===== src/rtl/step_move_sequencer.sv =====
// Move-level stepper controller: accepts a move command and emits step pulses with a linear
// speed-level ramp. Define STEP_POS_COUNTER_EN to add the absolute position output.
module step_move_sequencer #(
  parameter int unsigned CNT_W       = 16,
  parameter int unsigned DIV_W       = 24,
  parameter int unsigned BASE_PERIOD = 5000000,
  parameter int unsigned RAMP_STEPS  = 64
) (
  input  logic             clk,
  input  logic             rst,
  input  logic             cmd_valid,
  output logic             cmd_ready,
  input  logic [CNT_W-1:0] cmd_steps,
  input  logic             cmd_dir,
  input  logic [2:0]       cmd_speed,
  input  logic             abort,
  output logic             step_pulse,
  output logic             dir_out,
  output logic             busy,
  output logic             done,
  output logic             aborted,
  output logic [2:0]       cur_speed,
  output logic [CNT_W-1:0] steps_left
`ifdef STEP_POS_COUNTER_EN
  ,
  output logic [CNT_W:0]   position
`endif
);

  localparam logic [2:0] S_IDLE   = 3'd0;
  localparam logic [2:0] S_ACCEL  = 3'd1;
  localparam logic [2:0] S_CRUISE = 3'd2;
  localparam logic [2:0] S_DECEL  = 3'd3;
  localparam logic [2:0] S_FINISH = 3'd4;

  localparam int unsigned RW = (RAMP_STEPS > 1) ? $clog2(RAMP_STEPS) : 1;
  localparam logic [RW-1:0] RAMP_LAST = RW'(RAMP_STEPS - 1);

  logic [2:0]       state_q, state_d;
  logic             dir_q, dir_d;
  logic [CNT_W-1:0] steps_q, steps_d;
  logic [2:0]       tgt_q, tgt_d;
  logic [2:0]       lvl_q, lvl_d;
  logic [RW-1:0]    ramp_q, ramp_d;
  logic [DIV_W-1:0] div_q, div_d;
  logic             abort_q, abort_d;

  logic [CNT_W-1:0] steps_dec;
  logic [31:0]      decel_thr;
  logic [2:0]       lvl_n;

  // Counter reload value: period(L) - 1, clamped so a tiny BASE_PERIOD still gives >= 1 cycle.
  function automatic logic [DIV_W-1:0] reload(input logic [2:0] lvl);
    logic [DIV_W-1:0] p;
    p = DIV_W'(BASE_PERIOD >> (lvl - 3'd1));
    if (p == '0) p = DIV_W'(1);
    return p - DIV_W'(1);
  endfunction

  assign busy       = (state_q == S_ACCEL) || (state_q == S_CRUISE) || (state_q == S_DECEL);
  assign step_pulse = busy && (div_q == '0);
  assign cmd_ready  = (state_q == S_IDLE);
  assign done       = (state_q == S_FINISH);
  assign aborted    = (state_q == S_FINISH) && abort_q;
  assign cur_speed  = busy ? lvl_q : 3'd0;
  assign dir_out    = dir_q;
  assign steps_left = steps_q;

  always_comb begin
    state_d   = state_q;
    dir_d     = dir_q;
    steps_d   = steps_q;
    tgt_d     = tgt_q;
    lvl_d     = lvl_q;
    ramp_d    = ramp_q;
    div_d     = div_q;
    abort_d   = abort_q | (abort & busy);
    steps_dec = (steps_q == '0) ? '0 : steps_q - CNT_W'(1);
    decel_thr = (32'(lvl_q) - 32'd1) * 32'(RAMP_STEPS);
    lvl_n     = lvl_q;
    case (state_q)
      S_IDLE: begin
        if (cmd_valid) begin
          dir_d   = cmd_dir;
          steps_d = cmd_steps;
          tgt_d   = (cmd_speed == 3'd0) ? 3'd1 : cmd_speed;
          lvl_d   = 3'd1;
          ramp_d  = '0;
          abort_d = 1'b0;
          div_d   = '0;
          state_d = (cmd_steps == '0) ? S_FINISH : S_ACCEL;
        end
      end
      S_ACCEL, S_CRUISE, S_DECEL: begin
        if (step_pulse) begin
          steps_d = steps_dec;
          if (steps_dec == '0) begin
            // Final step takes priority: an abort seen in this same cycle is not reported.
            state_d = S_FINISH;
            abort_d = abort_q;
          end else if (abort_q && (lvl_q == 3'd1)) begin
            state_d = S_FINISH;
          end else if ((state_q != S_DECEL) && (abort_q || (32'(steps_dec) <= decel_thr))) begin
            state_d = S_DECEL;
            ramp_d  = '0;
            div_d   = reload(lvl_q);
          end else begin
            if (ramp_q == RAMP_LAST) begin
              ramp_d = '0;
              if ((state_q == S_ACCEL) && (lvl_q < tgt_q)) lvl_n = lvl_q + 3'd1;
              else if ((state_q == S_DECEL) && (lvl_q > 3'd1)) lvl_n = lvl_q - 3'd1;
            end else begin
              ramp_d = ramp_q + RW'(1);
            end
            lvl_d = lvl_n;
            div_d = reload(lvl_n);
            if ((state_q == S_ACCEL) && (lvl_n == tgt_q)) state_d = S_CRUISE;
          end
        end else begin
          div_d = div_q - DIV_W'(1);
        end
      end
      S_FINISH: state_d = S_IDLE;
      default:  state_d = S_IDLE;
    endcase
  end

  always_ff @(posedge clk or negedge rst) begin
    if (!rst) begin
      state_q <= S_IDLE;
      dir_q   <= 1'b0;
      steps_q <= '0;
      tgt_q   <= '0;
      lvl_q   <= '0;
      ramp_q  <= '0;
      div_q   <= '0;
      abort_q <= 1'b0;
    end else begin
      state_q <= state_d;
      dir_q   <= dir_d;
      steps_q <= steps_d;
      tgt_q   <= tgt_d;
      lvl_q   <= lvl_d;
      ramp_q  <= ramp_d;
      div_q   <= div_d;
      abort_q <= abort_d;
    end
  end

`ifdef STEP_POS_COUNTER_EN
  logic [CNT_W:0] pos_q;

  always_ff @(posedge clk or negedge rst) begin
    if (!rst) begin
      pos_q <= '0;
    end else if (step_pulse) begin
      pos_q <= dir_q ? pos_q + (CNT_W+1)'(1) : pos_q - (CNT_W+1)'(1);
    end
  end

  assign position = pos_q;
`endif

endmodule


===== config.mk =====
export PLATFORM = sky130hd
export DESIGN_NAME = step_move_sequencer
export DESIGN_NICKNAME = d
export VERILOG_FILES = /design/src/rtl/step_move_sequencer.sv
export SDC_FILE = /design/constraint.sdc
export NUM_CORES = 1
export LEC_CHECK = 0
export CORE_MARGIN = 2
export CORE_UTILIZATION = 35
export DETAILED_ROUTE_END_ITERATION = 7
export PLACE_DENSITY_LB_ADDON = 0.05
export SLEW_MARGIN = 0
export SYNTH_ARGS = -nofsm -noshare
export SYNTH_HDL_FRONTEND = slang
export SYNTH_SLANG_ARGS = --single-unit
export TNS_END_PERCENT = 20

===== constraint.sdc =====
create_clock -name clk -period 14.5 [get_ports clk]
set_clock_uncertainty 0.15 [all_clocks]
set_input_delay 2.175 -clock clk [delete_from_list [all_inputs] [get_ports clk]]
set_output_delay 2.175 -clock clk [all_outputs]
set_load 0.01 [all_outputs]

==> images/wire_density.png <==
25 x 25 tiles, from white (low) to dark blue (high), scaled to the fullest tile. Values are wire area over tile area, all layers added.
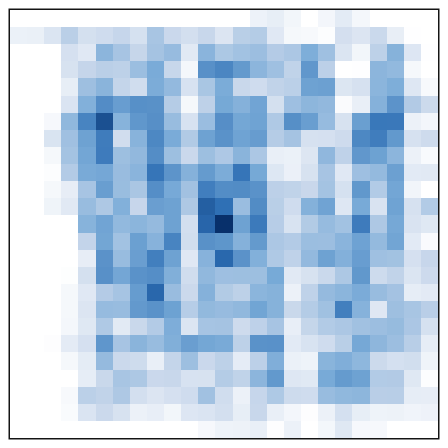
fullest tile: 0.61
emptiest ninth of the die: bottom left
tiles over half the peak: 18%
nearly empty tiles: 18%
densest ninth of the die: middle
via count: 5373
routed wire length: 17350 um
overall global routing resource usage: 22.14%
routed wire length per instance: 19.11 um

==> images/pins.png <==
The bar under the picture is 50 um long. Pins as bars across the die edge, other pins in grey.
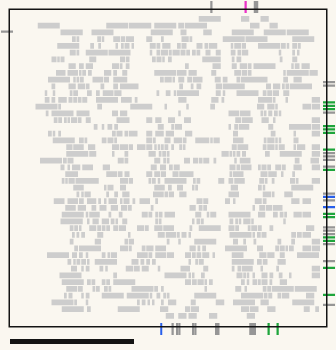
[`cur_speed`] blue | pins: 3 | direction: output | edge: 2 right, 1 bottom
[`cmd_dir`] magenta | pins: 1 | direction: input | edge: top
[`steps_left`] green | pins: 16 | direction: output | edge: 14 right, 2 bottom
all pins by edge: 31 right, 13 bottom, 4 top, 1 left
port buffer count: 48
width of the chip: 127.3 um
Die Ht: 127.3 um

==> results.sh <==
# implementation run metrics
export IMPL_first_pass_iters=4
export IMPL_tool_warnings=36
export IMPL_status="finished, final reports clean"
export IMPL_largest_reg_flops=24
export IMPL_drc=0
export IMPL_grt_max_degree=58
export IMPL_muxShareOfSynthArea_pct=3.125
export IMPL_p_clk_share_pct=16.3
export IMPL_regMostFlops="div_q"
export IMPL_drive_gt1_share_pct=9.167
export IMPL_synth_edff_count=0
export IMPL_peakVddDrop_uv=80.30
export IMPL_period_used_pct=45.03
export IMPL_hold_depth=2
export IMPL_p_int_w=0.0006712
export IMPL_cp_max_fo=14
export IMPL_syn_avg_cell_area_um2=7.820
export IMPL_met1_usage_pct=28.93
export IMPL_antenna_found_initial=0
export IMPL_powerClk_w=0.000217
export IMPL_setup_viol=0
export IMPL_ctsResizeCount=0
export IMPL_hold_buffers=0
export IMPL_grt_pass1_wl_um=28060
export IMPL_seqPwrFrac_pct=22.4
export IMPL_grt_pass1_vias=5215
export IMPL_clock_sinks=57
export IMPL_hold_path_end="ramp_q[1]$_DFFE_PN0P_"
export IMPL_path_clk_slew_ns=0.06
export IMPL_hold_path_class="reg2reg"
export IMPL_final_util_pct=41.51
export IMPL_seq_power_w=0.000297
==> images/zoom.png <==
The bar under the picture is 5 um long. Region (54, 79) to (74, 99) um. Cells in grey, sequential cells in the stronger grey; small squares are vias.
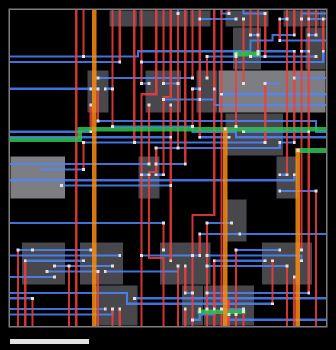
[met3] green
[met2] red
[met1] blue
[met4] orange
netlist names of flops here include: `div_q` (1)
sequential cells in the window: 1
cells with their middle in the window: 17
most frequent: nor2_1 (4), a211oi_1 (2), nand2_1 (2)

==> images/gate_families.png <==
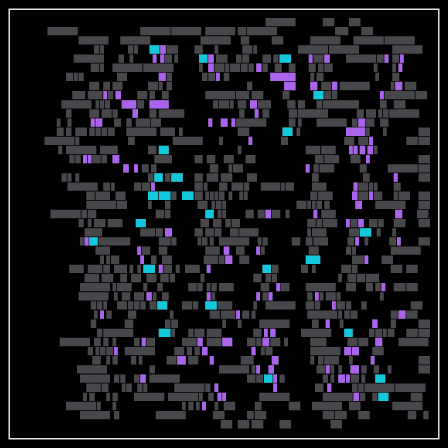
[AND-OR and OR-AND gates] cyan | cells: 25
[NOR gates] purple | cells: 113 | most used: nor2_1
combinational share of cell area: 58.21%
highest-count logic cell in the final layout: nand2_1
final cell count without fillers: 908

## placed cells by master (no fill, tap or decap), drive strengths merged, types with 6 or more instances in the layout
cell type | netlist | layout
mux2i | 11 | 11
a21oi | 39 | 39
nand2 | 91 | 91
o31ai | 11 | 11
nand4 | 10 | 10
and3 | 7 | 7
and2 | 8 | 8
or3 | 8 | 8
inv | 26 | 26
clkbuf | 22 | 11
or2 | 10 | 10
clkdlybuf4s50 | 0 | 47
nand2b | 6 | 6
o211ai | 10 | 10
dfrtp | 57 | 57
nor4 | 18 | 18
or4 | 7 | 7
ha | 29 | 29
nor2 | 63 | 63
buf | 13 | 11
a31oi | 11 | 11
nand3 | 27 | 27
xnor2 | 17 | 17
a211oi | 17 | 17
a311oi | 8 | 8
nor3 | 26 | 26
o21ai | 49 | 49
## worst reg2reg max path: cells and delay by family, from the launching register on
family | cells | cell delay (ns)
compound gates | 6 | 1.78
fa+ha+maj | 3 | 0.95
buf+inv | 2 | 0.31
flops | 1 | 0.43
simple gates | 9 | 2.83
## cell type report
| type | count | area (um2) |
|---|---|---|
| inverter | 26 | 97.59 |
| tap | 188 | 235.2 |
| fill | 1521 | 8793 |
| clock buffer | 11 | 242.7 |
| multi-input combinational | 563 | 3632 |
| clock inverter | 5 | 55.05 |
| sequential | 57 | 1426 |
| timing repair buffer | 58 | 550.5 |
## layer usage
layer  up-vias  routed length, um
met1      2595               8130
met3        38                644
li1       2607                  -
met5         -                  0
met4         0                620
met2       133               7958
## stage by stage
step / hold WS, ns / setup slack (ns) / area [um2]
global route: 0.3892 / 7.428 / 6240
global placement: 0.3385 / 8.203 / 5942
floorplan: 0.3177 / 8.880 / 5325
CTS: 0.3695 / 8.045 / 6240
finish: 0.3628 / 7.971 / 6240
detailed placement: 0.3566 / 8.081 / 5942
